--- src/rtl/decode_stage_if.sv ---
// Fetch-to-decode and decode-to-execute handshake bundles for decode_stage.
// master: the decode stage itself; slave: the surrounding pipeline.
interface decode_stage_if #(
    parameter int XLEN = 32
);
    logic            if_valid;
    logic            if_ready;
    logic [XLEN-1:0] if_pc;
    logic [31:0]     if_instr;

    logic            id_valid;
    logic            id_ready;
    logic [XLEN-1:0] id_pc;
    logic [31:0]     id_instr;
    logic [XLEN-1:0] id_rs1_val;
    logic [XLEN-1:0] id_rs2_val;
    logic [XLEN-1:0] id_imm;
    logic [4:0]      id_rd;
    logic [6:0]      id_opcode;
    logic [2:0]      id_funct3;
    logic [6:0]      id_funct7;
    logic            id_illegal;

    modport master (
        input  if_valid, if_pc, if_instr, id_ready,
        output if_ready, id_valid, id_pc, id_instr, id_rs1_val, id_rs2_val,
               id_imm, id_rd, id_opcode, id_funct3, id_funct7, id_illegal
    );

    modport slave (
        output if_valid, if_pc, if_instr, id_ready,
        input  if_ready, id_valid, id_pc, id_instr, id_rs1_val, id_rs2_val,
               id_imm, id_rd, id_opcode, id_funct3, id_funct7, id_illegal
    );
endinterface

--- src/rtl/decode_stage.sv ---
// RV32I decode stage: holds one instruction, reads the register file, emits a decoded bundle.
// Define WB_BYPASS_EN to forward same-cycle writeback data into the operands.
module decode_stage #(
    parameter int          XLEN      = 32,
    parameter logic [31:0] RST_INSTR = 32'h0000_0013
) (
    input  logic            clk,
    input  logic            rst_n,
    input  logic            flush_i,
    output logic [4:0]      addr_rs1_o,
    output logic [4:0]      addr_rs2_o,
    input  logic [XLEN-1:0] rs1_data_i,
    input  logic [XLEN-1:0] rs2_data_i,
    input  logic            wb_en_i,
    input  logic [4:0]      wb_addr_i,
    input  logic [XLEN-1:0] wb_data_i,
    decode_stage_if.master  bus
);
    localparam logic [6:0] OP_LOAD   = 7'b0000011;
    localparam logic [6:0] OP_FENCE  = 7'b0001111;
    localparam logic [6:0] OP_IMM    = 7'b0010011;
    localparam logic [6:0] OP_AUIPC  = 7'b0010111;
    localparam logic [6:0] OP_STORE  = 7'b0100011;
    localparam logic [6:0] OP_REG    = 7'b0110011;
    localparam logic [6:0] OP_LUI    = 7'b0110111;
    localparam logic [6:0] OP_BRANCH = 7'b1100011;
    localparam logic [6:0] OP_JALR   = 7'b1100111;
    localparam logic [6:0] OP_JAL    = 7'b1101111;
    localparam logic [6:0] OP_SYSTEM = 7'b1110011;

    typedef enum logic [1:0] {EMPTY, READ, HOLD} state_e;

    state_e          state_q, state_d;
    logic [XLEN-1:0] pc_q, pc_d;
    logic [31:0]     instr_q, instr_d;
    logic [XLEN-1:0] hold1_q, hold1_d, hold2_q, hold2_d;
    logic            accept;
    logic [XLEN-1:0] op1, op2;
    logic [31:0]     imm32;
    logic            illegal;
    logic [4:0]      rd;
    logic            id_valid;

    assign bus.if_ready = rst_n & ~flush_i & ((state_q == EMPTY) | bus.id_ready);
    assign accept       = bus.if_valid & bus.if_ready;
    assign addr_rs1_o   = accept ? bus.if_instr[19:15] : instr_q[19:15];
    assign addr_rs2_o   = accept ? bus.if_instr[24:20] : instr_q[24:20];
    assign id_valid     = (state_q != EMPTY);

`ifdef WB_BYPASS_EN
    // use*_q: the operand was forwarded from writeback in the accept cycle
    logic use1_q, use1_d, use2_q, use2_d;
`else
    logic unused_wb;
    assign unused_wb = ^{wb_en_i, wb_addr_i, wb_data_i};
`endif

    always_comb begin
        op1 = hold1_q;
        op2 = hold2_q;
        if (state_q == READ) begin
`ifdef WB_BYPASS_EN
            if (!use1_q) op1 = rs1_data_i;
            if (!use2_q) op2 = rs2_data_i;
`else
            op1 = rs1_data_i;
            op2 = rs2_data_i;
`endif
        end
        if (state_q == EMPTY || instr_q[19:15] == 5'd0) op1 = '0;
        if (state_q == EMPTY || instr_q[24:20] == 5'd0) op2 = '0;
    end

    // NOTE: every next-state variable gets its hold value first so no path can infer a latch.
    always_comb begin
        state_d = state_q;
        pc_d    = pc_q;
        instr_d = instr_q;
        hold1_d = (state_q == READ) ? op1 : hold1_q;
        hold2_d = (state_q == READ) ? op2 : hold2_q;
`ifdef WB_BYPASS_EN
        use1_d  = use1_q;
        use2_d  = use2_q;
        if (state_q != EMPTY && wb_en_i && wb_addr_i != 5'd0) begin
            if (wb_addr_i == instr_q[19:15]) hold1_d = wb_data_i;
            if (wb_addr_i == instr_q[24:20]) hold2_d = wb_data_i;
        end
`endif
        case (state_q)
            EMPTY:   if (accept) state_d = READ;
            default: begin
                if (!bus.id_ready) state_d = HOLD;
                else if (accept)   state_d = READ;
                else               state_d = EMPTY;
            end
        endcase
        if (accept) begin
            pc_d    = bus.if_pc;
            instr_d = bus.if_instr;
`ifdef WB_BYPASS_EN
            use1_d  = wb_en_i && wb_addr_i != 5'd0 && wb_addr_i == bus.if_instr[19:15];
            use2_d  = wb_en_i && wb_addr_i != 5'd0 && wb_addr_i == bus.if_instr[24:20];
            if (use1_d) hold1_d = wb_data_i;
            if (use2_d) hold2_d = wb_data_i;
`endif
        end
        if (flush_i) begin
            state_d = EMPTY;
            instr_d = RST_INSTR;
        end
    end

    // NOTE: state is updated with non-blocking assignments so every register samples pre-edge values.
    always_ff @(posedge clk) begin
        if (!rst_n) begin
            state_q <= EMPTY;
            pc_q    <= '0;
            instr_q <= RST_INSTR;
            hold1_q <= '0;
            hold2_q <= '0;
`ifdef WB_BYPASS_EN
            use1_q  <= 1'b0;
            use2_q  <= 1'b0;
`endif
        end else begin
            state_q <= state_d;
            pc_q    <= pc_d;
            instr_q <= instr_d;
            hold1_q <= hold1_d;
            hold2_q <= hold2_d;
`ifdef WB_BYPASS_EN
            use1_q  <= use1_d;
            use2_q  <= use2_d;
`endif
        end
    end

    always_comb begin
        imm32   = '0;
        illegal = 1'b0;
        rd      = instr_q[11:7];
        case (instr_q[6:0])
            OP_LOAD, OP_IMM, OP_JALR, OP_SYSTEM:
                imm32 = {{20{instr_q[31]}}, instr_q[31:20]};
            OP_STORE: begin
                imm32 = {{20{instr_q[31]}}, instr_q[31:25], instr_q[11:7]};
                rd    = '0;
            end
            OP_BRANCH: begin
                imm32 = {{19{instr_q[31]}}, instr_q[31], instr_q[7], instr_q[30:25],
                         instr_q[11:8], 1'b0};
                rd    = '0;
            end
            OP_LUI, OP_AUIPC:
                imm32 = {instr_q[31:12], 12'b0};
            OP_JAL:
                imm32 = {{11{instr_q[31]}}, instr_q[31], instr_q[19:12], instr_q[20],
                         instr_q[30:21], 1'b0};
            OP_REG, OP_FENCE:
                imm32 = '0;
            default:
                illegal = 1'b1;
        endcase
        if (instr_q[1:0] != 2'b11) illegal = 1'b1;
    end

    // Decoded fields read as zero whenever no bundle is presented.
    assign bus.id_valid   = id_valid;
    assign bus.id_pc      = pc_q;
    assign bus.id_instr   = instr_q;
    assign bus.id_rs1_val = op1;
    assign bus.id_rs2_val = op2;
    assign bus.id_imm     = id_valid ? XLEN'($signed(imm32)) : '0;
    assign bus.id_rd      = id_valid ? rd : '0;
    assign bus.id_opcode  = id_valid ? instr_q[6:0] : '0;
    assign bus.id_funct3  = id_valid ? instr_q[14:12] : '0;
    assign bus.id_funct7  = id_valid ? instr_q[31:25] : '0;
    assign bus.id_illegal = id_valid & illegal;
endmodule

--- src/flat_wrapper.sv ---
// flat-port wrapper written by rule: the top's interface ports become plain ports
module decode_stage_flat 
#(
    parameter int          XLEN      = 32,
    parameter logic [31:0] RST_INSTR = 32'h0000_0013
)
  (clk, rst_n, flush_i, addr_rs1_o, addr_rs2_o, rs1_data_i, rs2_data_i, wb_en_i, wb_addr_i, wb_data_i, bus_if_valid, bus_if_pc, bus_if_instr, bus_id_ready, bus_if_ready, bus_id_valid, bus_id_pc, bus_id_instr, bus_id_rs1_val, bus_id_rs2_val, bus_id_imm, bus_id_rd, bus_id_opcode, bus_id_funct3, bus_id_funct7, bus_id_illegal);
  decode_stage_if #(.XLEN(XLEN)) bus_i ();
  input  logic clk;
  input  logic rst_n;
  input  logic flush_i;
  output logic [4:0] addr_rs1_o;
  output logic [4:0] addr_rs2_o;
  input  logic [XLEN-1:0] rs1_data_i;
  input  logic [XLEN-1:0] rs2_data_i;
  input  logic wb_en_i;
  input  logic [4:0] wb_addr_i;
  input  logic [XLEN-1:0] wb_data_i;
  input wire logic [$bits(bus_i.if_valid)-1:0] bus_if_valid;
  input wire logic [$bits(bus_i.if_pc)-1:0] bus_if_pc;
  input wire logic [$bits(bus_i.if_instr)-1:0] bus_if_instr;
  input wire logic [$bits(bus_i.id_ready)-1:0] bus_id_ready;
  output wire logic [$bits(bus_i.if_ready)-1:0] bus_if_ready;
  output wire logic [$bits(bus_i.id_valid)-1:0] bus_id_valid;
  output wire logic [$bits(bus_i.id_pc)-1:0] bus_id_pc;
  output wire logic [$bits(bus_i.id_instr)-1:0] bus_id_instr;
  output wire logic [$bits(bus_i.id_rs1_val)-1:0] bus_id_rs1_val;
  output wire logic [$bits(bus_i.id_rs2_val)-1:0] bus_id_rs2_val;
  output wire logic [$bits(bus_i.id_imm)-1:0] bus_id_imm;
  output wire logic [$bits(bus_i.id_rd)-1:0] bus_id_rd;
  output wire logic [$bits(bus_i.id_opcode)-1:0] bus_id_opcode;
  output wire logic [$bits(bus_i.id_funct3)-1:0] bus_id_funct3;
  output wire logic [$bits(bus_i.id_funct7)-1:0] bus_id_funct7;
  output wire logic [$bits(bus_i.id_illegal)-1:0] bus_id_illegal;
  assign bus_i.if_valid = bus_if_valid;
  assign bus_i.if_pc = bus_if_pc;
  assign bus_i.if_instr = bus_if_instr;
  assign bus_i.id_ready = bus_id_ready;
  assign bus_if_ready = bus_i.if_ready;
  assign bus_id_valid = bus_i.id_valid;
  assign bus_id_pc = bus_i.id_pc;
  assign bus_id_instr = bus_i.id_instr;
  assign bus_id_rs1_val = bus_i.id_rs1_val;
  assign bus_id_rs2_val = bus_i.id_rs2_val;
  assign bus_id_imm = bus_i.id_imm;
  assign bus_id_rd = bus_i.id_rd;
  assign bus_id_opcode = bus_i.id_opcode;
  assign bus_id_funct3 = bus_i.id_funct3;
  assign bus_id_funct7 = bus_i.id_funct7;
  assign bus_id_illegal = bus_i.id_illegal;
  decode_stage #(.XLEN(XLEN), .RST_INSTR(RST_INSTR)) u_core (.clk(clk), .rst_n(rst_n), .flush_i(flush_i), .addr_rs1_o(addr_rs1_o), .addr_rs2_o(addr_rs2_o), .rs1_data_i(rs1_data_i), .rs2_data_i(rs2_data_i), .wb_en_i(wb_en_i), .wb_addr_i(wb_addr_i), .wb_data_i(wb_data_i), .bus(bus_i));
endmodule
--- config.mk ---
export PLATFORM = sky130hd
export DESIGN_NAME = decode_stage_flat
export DESIGN_NICKNAME = d
export VERILOG_FILES = /design/src/rtl/decode_stage_if.sv /design/src/rtl/decode_stage.sv /design/src/flat_wrapper.sv
export SDC_FILE = /design/constraint.sdc
export NUM_CORES = 1
export LEC_CHECK = 0
export CAP_MARGIN = 40
export CORE_AREA = 2 2 142 144
export DETAILED_ROUTE_END_ITERATION = 8
export DIE_AREA = 0 0 144 146
export GPL_TIMING_DRIVEN = 0
export PLACE_DENSITY = 0.71
export SYNTH_ARGS = -nofsm -noshare
export SYNTH_HDL_FRONTEND = slang
export SYNTH_SLANG_ARGS = --single-unit
--- constraint.sdc ---
create_clock -name clk -period 3.5 [get_ports clk]
set_input_delay 0.7 -clock clk [delete_from_list [all_inputs] [get_ports clk]]
set_output_delay 0.7 -clock clk [all_outputs]
set_load 0.05 [all_outputs]
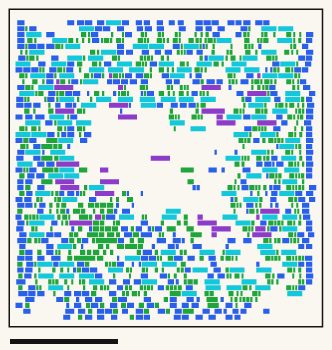
Fig. 1. Placement by cell class (run 1).
Scale bar: 50 µm.
| color | class | cells |
|---|---|---|
| purple | clock drivers and dummy loads | 31 |
| green | combinational and other logic | 629 |
| cyan | sequential cells | 130 |
| blue | remaining buffers and delay cells | 390 |

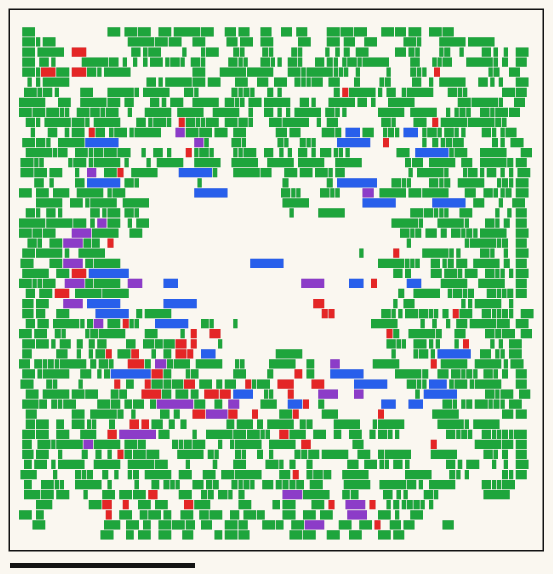
Fig. 2. Cell sizes after repair (run 1).
Scale bar: 50 µm.
| color | size | cells |
|---|---|---|
| red | _2 cells | 67 |
| green | _0 and _1 cells | 1056 |
| blue | _6 and larger | 31 |
| purple | _3 and _4 cells | 26 |

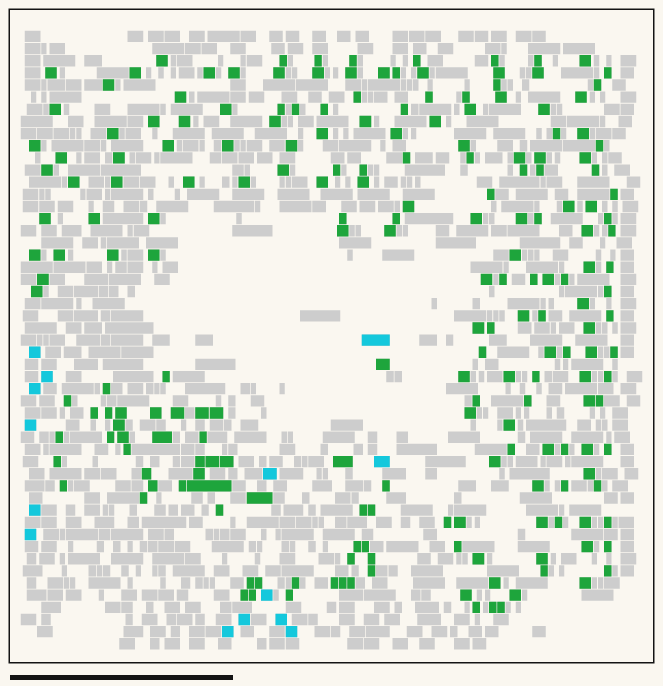
Fig. 3. Selected gate families (run 1).
Scale bar: 50 µm.
| color | family | cells |
|---|---|---|
| cyan | non-inverting ao/oa cells | 14 |
| green | aoi and oai cells | 209 |

==> out/metrics.sh, run 1 <==
YS_CELLS=823
P_CLK_uW=1830
COMB_POWER_SHARE_PCT=13.8
TIMING.CRITICAL_PATH.MAX_DELAY_FAMILY='simple AND/OR/NAND/NOR gates'
WORSTPATHMAXFANOUT=10
YS_SH_SIMPLE_PCT=27.3
CELL_BY_CELL_LISTING_OF_THE_CRITICAL_PATH='nand2_2 > nor3_2 > o21ai_4 > buf_6 > a21oi_2 > dlygate4sd2_1'
SYNTH.YOSYS.WARNINGS=0
SHARE_SEQ_OF_TOTAL_POWER_PCT=39.1
STATIC-LEAKAGE-POWER_uW=0.00443
TIMING.HOLD.WORST.START='u_core.bus.id_pc[8]'
YOSYS.AREA_SHARE.ADDER_PCT=0
DIE-AREA_MM2=0.0210
FINAL_CELL_AREA_MM2=0.0105
RSZ0062_AT_GRT='no'
FIN_WORST_SKEW_PS=10.7
YOSYS-TOP-CELLS-COUNT='305 x nand2_1, 130 x dfxtp_1, 84 x a21oi_1'
MOSTFREQUENTLAYOUTCELL='nand2_1'
SYNTHFLOPTYPE='dfxtp_1'
TIMING_MAX_TRANSITION_VIOLATIONS_FINAL=0
LAYOUTNONFILLERINSTCOUNT=1445
WORST_PATH_MAX_DELAY_CELL='nor3_2'
FLOORPLAN.CORE_AREA_MM2=0.0193
AVGROUTEDWIREPERCELL_UM=16.7
POST_SYNTH_INST_COUNT=823
CTS_SETUP_BUFFERS=0
DOMINANT_POWER_GROUP='the clock network'
NNETSFINAL=1339
DETAILED_PLACE_HPWL_UM=18200
RUN_STATUS='finished, final reports clean'
SYN-CELL-AREA_MM2=0.00636
DIODE_COUNT=0
HIGHEST_LAYER='met4'
CP-END-KIND='output port'
CLOCK_H_TREE_LEVELS=4
IR_DROP_V=0.000311
SYNTH_SEQ_SHARE_PCT=40.9
CLOCK_AREA_SHARE_PCT=5.74
IO_BUFFERS=327
INTPOWER_uW=2890
PLACE_WS_PS=-365
NETLIST.AREA_LEADER.SHARE_PCT=40.9
MUX_AREA_SHARE_PCT=2.36
SHARE_OF_CELLS_ABOVE_DRIVE_STRENGTH_1_PCT=10.5
OPENROAD.WARNINGS=65
GRT_MAX_DEGREE=17
SETUP.WORST_PATH.START_CLASS='register'
N_ALL_BUFFERS=390
TOTAL_GLOBAL_ROUTING_OVERFLOW=0
WORSTMARGINPINSLEW_PS=682
CTS_REPAIR_RESIZE_COUNT=110
DIE-HEIGHT_UM=146
NWELLTAPS=265
MAX_STAGE_DELAY_PS=600
CLKSLEWWORSTSETUPHOLDPATHS_PS=60
GRT_FIRST_PASS_WIRELENGTH_UM=37100
ROW_COUNT=51
INITIAL_CORE_UTIL_PCT=32.9
POSTLAYOUTSETUPSLACKWORST_PS=108
VIA_CELL_RATIO=4.81
HOLD_VIOL=0
WL_MET1_UM=9840
FLOW.AREA_GROWTH_FROM_SYNTHESIS_PCT=64.6
ROOT_BUFFER='clkbuf_16'
REG2REG_TO='u_core.hold1_q[2]'
AREA_LEADERS='dfxtp_1 41%, nand2_1 18%, a21boi_1 7.6%, a21oi_1 6.6%, a21boi_0 3.8%'
GPL.FINAL_WEIGHTED_CONGESTION=0.844
MAX_CAP_VIOLATIONS=0
POSTROUTEANTENNANETS=0
FINAL.HOLD.WORST_SLACK_PS=450
STARTPOINT='u_core.bus.id_instr[0]'
DETAIL_ROUTE.DRC_VIOLATIONS=0
ANTENNA_FOUND_INITIAL=0
GRT_BUSIEST_LAYER='met2'
DIEWIDTH_UM=144
SYNTHESIS.NETS=994
SYNTH_AREA_PER_CELL_UM2=7.72
SEQ_AREA_MM2=0.00260
POST-PLACE-CELLS=1415
DEEPEST_CLOCK_PATH_BUFFER_COUNT=2
DATA_REQUIRED_TIME_AT_THE_WORST_ENDPOINT_PS=2800
MULTI_INPUT_COMB_AREA_MM2=0.00339
SYNTH-ASYNC-RESET-RATIO_PCT=0
CTS_NUM_SINKS=130
GR-USAGE-ALL-LAYERS_PCT=22.6
WORST_SLEW_MARGIN_REL_PCT=54.3
WHS_PATH_DEPTH=2
GRT_USE_MET2_PCT=38.0
TIMING.HOLD.WORST.CLASS='reg2reg'
SWITCHING_SHARE_PCT=25.7
IOPINCOUNT=366
POSTPLACECELLAREA_MM2=0.00996
LAYOUT.CORE_UTILIZATION_PCT=54.1
SYNTH-EDFF-COUNT=0
CTS_HOLD_BUFFERS=0
TIMING.SETUP.TNS_PS=0
SWITCHING_POWER_uW=1000
TIMING_WORST_SETUP_PATH_TYPE='reg2out'
DETAIL_ROUTE.ITER0.VIOLATIONS=258
VIAS=6954
YS_SH_XOR_PCT=0.138
GRT_PASS1_VIAS=6833
TRITONCTS='yes'
COMB_AREA_SHARE_PCT=32.4
TIMING.HOLD.WORST_ENDPOINT='u_core.bus.id_pc[8]'
NONCLOCKINVERTERCOUNT=2
CTS_INSERTED_BUFFERS=17
FINAL.CLKBUF_COUNT=18
REG2REG_DEPTH=5
ROUTE.FINAL.WIRE_LENGTH_UM=24200
CLOCK_LATENCY_PS=420
FF_COUNT=130
YOSYS-STAT-AREA_MM2=0.00636
CLOCK_POWER_SHARE_PCT=47.1
MAX_CLK_RATE_MHz=295
OVERALL_POWER_uW=3890
PWR_DENSITY_CELL_mW_PER_MM2=372
SYNTH-SEQ-CELLS=130
WL_MET2_UM=11600
SETUP.WORST_PATH.END='bus_id_imm[11]'
M3_GR_USAGE_PCT=7.67
AREA_SHARE_NONCLK_BUFFERS_PCT=33.7
TIMING.RR.START='u_core.bus.id_instr[16]'
WORST-PATH-STAGES=6
CP.ARRIVAL_PS=2690
MOST_REPEATED_CELL_IN_THE_GATE_LEVEL_NETLIST_AFTER_SYNTHESIS='nand2_1'
GR-USAGE-MET1_PCT=27.3
YOSYSTOPAREACELL='dfxtp_1'
FIRST_PASS_ITERS=5
POWER_SEQUENTIAL_uW=1520
POST-ROUTE-PERIOD-UTIL_PCT=96.9
FINAL_CELL_MIX='305 x nand2_1, 216 x clkdlybuf4s50_1, 130 x dfxtp_1, 84 x a21oi_1, 81 x dlygate4sd2_1'
FF2FF_SETUP_SLACK_PS=1810
FRACTION_OF_THE_MAPPED_NETLIST_AREA_IN_COMPOUND_GATES_PCT=23.5
CLOCK_PERIOD_MINUS_WORST_SLACK_PS=3390
AREA_DOMINANT_CLASS='buffers'
NUM-FILL-CELLS=1871
--- run 2 (diff from run 1) ---
--- a/config.mk
+++ b/config.mk
@@ -7,10 +7,12 @@
 export LEC_CHECK = 0
 export CAP_MARGIN = 40
 export CORE_AREA = 2 2 142 144
+export CTS_CLUSTER_SIZE = 40
 export DETAILED_ROUTE_END_ITERATION = 8
 export DIE_AREA = 0 0 144 146
 export GPL_TIMING_DRIVEN = 0
 export PLACE_DENSITY = 0.71
+export SKIP_CTS_REPAIR_TIMING = 1
 export SYNTH_ARGS = -nofsm -noshare
 export SYNTH_HDL_FRONTEND = slang
 export SYNTH_SLANG_ARGS = --single-unit
==> out/metrics.sh, run 2 <==
NWELLTAPS=265  # unchanged
P_CLK_uW=1830  # about the same
SYN-CELL-AREA_MM2=0.00636  # unchanged
RSZ0062_AT_GRT='no'  # unchanged
PWR_DENSITY_CELL_mW_PER_MM2=359  # was 372 mW/mm²
HOLD_VIOL=0  # unchanged
DIE-AREA_MM2=0.0210  # unchanged
CP-END-KIND='output port'  # unchanged
NETLIST.AREA_LEADER.SHARE_PCT=40.9  # unchanged
CLOCK_H_TREE_LEVELS=4  # unchanged
SYNTH-EDFF-COUNT=0  # unchanged
POST_SYNTH_INST_COUNT=823  # unchanged
VIA_CELL_RATIO=4.81  # unchanged
FINAL_CELL_MIX='305 x nand2_1, 217 x clkdlybuf4s50_1, 130 x dfxtp_1, 108 x dlymetal6s2s_1, 84 x a21oi_1'  # was 305 x nand2_1, 216 x clkdlybuf4s50_1, 130 x dfxtp_1, 84 x a21oi_1, 81 x dlygate4sd2_1
ROW_COUNT=51  # unchanged
WORST_PATH_MAX_DELAY_CELL='clkdlybuf4s50_1'  # was nor3_2
SYNTHESIS.NETS=994  # unchanged
FINAL.CLKBUF_COUNT=18  # unchanged
TIMING_MAX_TRANSITION_VIOLATIONS_FINAL=0  # unchanged
SYNTHFLOPTYPE='dfxtp_1'  # unchanged
STATIC-LEAKAGE-POWER_uW=0.00580  # was 0.00443 µW
YS_CELLS=823  # unchanged
WL_MET1_UM=9930  # was 9840 µm
RUN_STATUS='finished, final reports clean'  # unchanged
YS_SH_SIMPLE_PCT=27.3  # unchanged
TIMING.HOLD.WORST_ENDPOINT='u_core.bus.id_pc[8]'  # unchanged
FIRST_PASS_ITERS=5  # unchanged
AREA_LEADERS='dfxtp_1 41%, nand2_1 18%, a21boi_1 7.6%, a21oi_1 6.6%, a21boi_0 3.8%'  # unchanged
SYNTH.LOGIC.TOP_FAMILY='simple AND/OR/NAND/NOR gates'  # unchanged
TRITONCTS='yes'  # unchanged
HIGHEST_LAYER='met4'  # unchanged
N_ALL_BUFFERS=390  # unchanged
DETAILED_PLACE_HPWL_UM=18200  # unchanged
TIMING.RR.START='u_core.bus.id_instr[16]'  # unchanged
FIN_WORST_SKEW_PS=7.26  # was 10.7 ps
GRT_FIRST_PASS_WIRELENGTH_UM=37100  # about the same
TIMING_WORST_SETUP_PATH_TYPE='in2out'  # was reg2out
IO_BUFFERS=327  # unchanged
DETAIL_ROUTE.ITER0.VIOLATIONS=251  # was 258
CLOCK_PERIOD_MINUS_WORST_SLACK_PS=3380  # was 3390 ps
GPL.FINAL_WEIGHTED_CONGESTION=0.844  # unchanged
SYNTH-ASYNC-RESET-RATIO_PCT=0  # unchanged
MAX_CAP_VIOLATIONS=0  # unchanged
AVGROUTEDWIREPERCELL_UM=16.8  # was 16.7 µm
OVERALL_POWER_uW=3890  # about the same
FF_COUNT=130  # unchanged
POSTLAYOUTSETUPSLACKWORST_PS=121  # was 108 ps
CLKSLEWWORSTSETUPHOLDPATHS_PS=60  # about the same
GRT_MAX_DEGREE=17  # unchanged
WORSTPATHMAXFANOUT=10  # unchanged
SHARE_SEQ_OF_TOTAL_POWER_PCT=39.1  # about the same
REG2REG_DEPTH=5  # unchanged
SYNTH-SEQ-CELLS=130  # unchanged
CLOCK_LATENCY_PS=410  # was 420 ps
FRACTION_OF_THE_MAPPED_NETLIST_AREA_IN_COMPOUND_GATES_PCT=23.5  # unchanged
POST-ROUTE-PERIOD-UTIL_PCT=96.5  # was 96.9%
LAYOUT.CORE_UTILIZATION_PCT=56.0  # was 54.1%
SYNTH_SEQ_SHARE_PCT=40.9  # unchanged
IR_DROP_V=0.000312  # was 0.000311 V
POST-PLACE-CELLS=1415  # unchanged
ROUTE.FINAL.WIRE_LENGTH_UM=24300  # was 24200 µm
GRT_USE_MET2_PCT=37.9  # was 38.0%
WL_MET2_UM=11700  # was 11600 µm
POSTPLACECELLAREA_MM2=0.00996  # unchanged
WORST_SLEW_MARGIN_REL_PCT=55.7  # was 54.3%
POWER_SEQUENTIAL_uW=1520  # about the same
WHS_PATH_DEPTH=2  # unchanged
ROOT_BUFFER='clkbuf_16'  # unchanged
SWITCHING_SHARE_PCT=25.7  # about the same
IOPINCOUNT=366  # unchanged
VIAS=6954  # unchanged
MAX_STAGE_DELAY_PS=690  # was 600 ps
MOST_REPEATED_CELL_IN_THE_GATE_LEVEL_NETLIST_AFTER_SYNTHESIS='nand2_1'  # unchanged
COMB_POWER_SHARE_PCT=13.9  # was 13.8%
TIMING.HOLD.WORST.START='u_core.bus.id_pc[8]'  # unchanged
DIEWIDTH_UM=144  # unchanged
DIODE_COUNT=0  # unchanged
NNETSFINAL=1339  # unchanged
CLOCK_POWER_SHARE_PCT=47.0  # was 47.1%
FLOW.AREA_GROWTH_FROM_SYNTHESIS_PCT=70.4  # was 64.6%
TIMING.CRITICAL_PATH.MAX_DELAY_FAMILY='buffers and inverters'  # was simple AND/OR/NAND/NOR gates
ANTENNA_FOUND_INITIAL=0  # unchanged
STARTPOINT='rst_n'  # was u_core.bus.id_instr[0]
CP.ARRIVAL_PS=2680  # was 2690 ps
TOTAL_GLOBAL_ROUTING_OVERFLOW=0  # unchanged
MAX_CLK_RATE_MHz=296  # was 295 MHz
WORST-PATH-STAGES=6  # unchanged
SETUP.WORST_PATH.START_CLASS='primary input'  # was register
INTPOWER_uW=2890  # about the same
DIE-HEIGHT_UM=146  # unchanged
MULTI_INPUT_COMB_AREA_MM2=0.00340  # was 0.00339 mm²
POSTROUTEANTENNANETS=0  # unchanged
TIMING.HOLD.WORST.CLASS='reg2reg'  # unchanged
TIMING.SETUP.TNS_PS=0  # unchanged
AREA_DOMINANT_CLASS='buffers'  # unchanged
INITIAL_CORE_UTIL_PCT=32.9  # unchanged
M3_GR_USAGE_PCT=7.67  # unchanged
DEEPEST_CLOCK_PATH_BUFFER_COUNT=2  # unchanged
SYNTH_AREA_PER_CELL_UM2=7.72  # unchanged
MUX_AREA_SHARE_PCT=2.36  # unchanged
CTS_INSERTED_BUFFERS=17  # unchanged
OPENROAD.WARNINGS=64  # was 65
SHARE_OF_CELLS_ABOVE_DRIVE_STRENGTH_1_PCT=9.75  # was 10.5%
REG2REG_TO='u_core.hold1_q[2]'  # unchanged
SYNTH.YOSYS.WARNINGS=0  # unchanged
NUM-FILL-CELLS=1800  # was 1871
NONCLOCKINVERTERCOUNT=2  # unchanged
DETAIL_ROUTE.DRC_VIOLATIONS=0  # unchanged
DOMINANT_POWER_GROUP='the clock network'  # unchanged
SWITCHING_POWER_uW=1000  # about the same
GRT_PASS1_VIAS=6827  # was 6833
CTS_NUM_SINKS=130  # unchanged
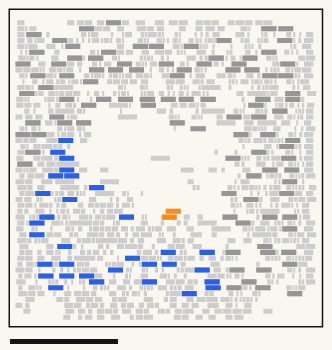
Fig. 4. Register map, names as in the netlist (run 2).
Scale bar: 50 µm. Other sequential cells in the stronger gray, the rest of the logic in the fainter gray.
| color | netlist name | sequential cells |
|---|---|---|
| blue | u_core.bus.id_instr | 32 |
| orange | u_core.state_q | 2 |

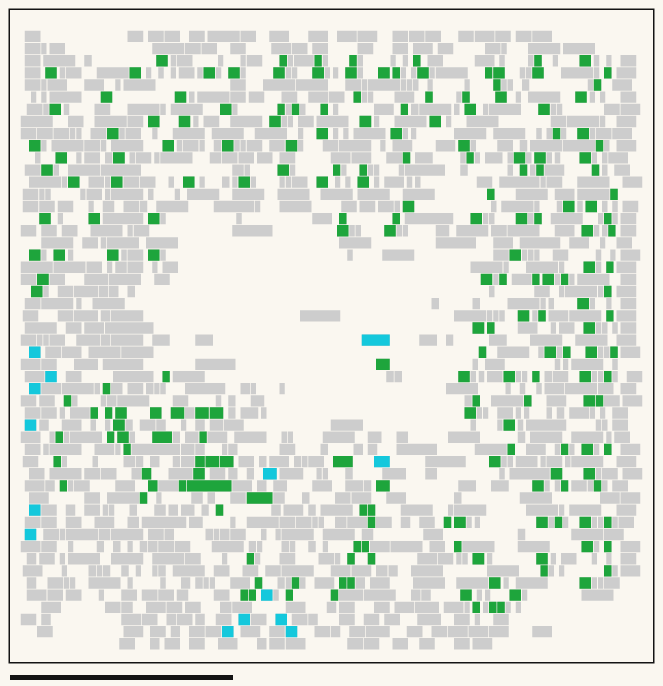
Fig. 5. Selected gate families (run 2).
Scale bar: 50 µm.
| color | family | cells |
|---|---|---|
| cyan | non-inverting ao/oa cells | 14 |
| green | aoi and oai cells | 209 |
logic share of the area: 31.4%
final standard cell count with taps included and fillers excluded: 1445
most frequent logic cell in the layout: nand2_1

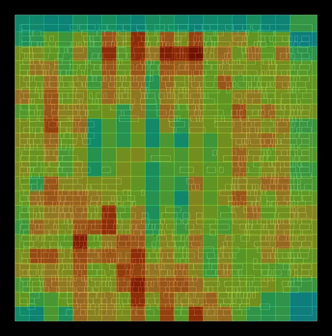
Fig. 6. Congestion heat map (run 2).
global-route usage over all layers: 22.6%
global routing met1 resource utilization: 27.3%

Power is estimated from default activity; no workload was simulated.
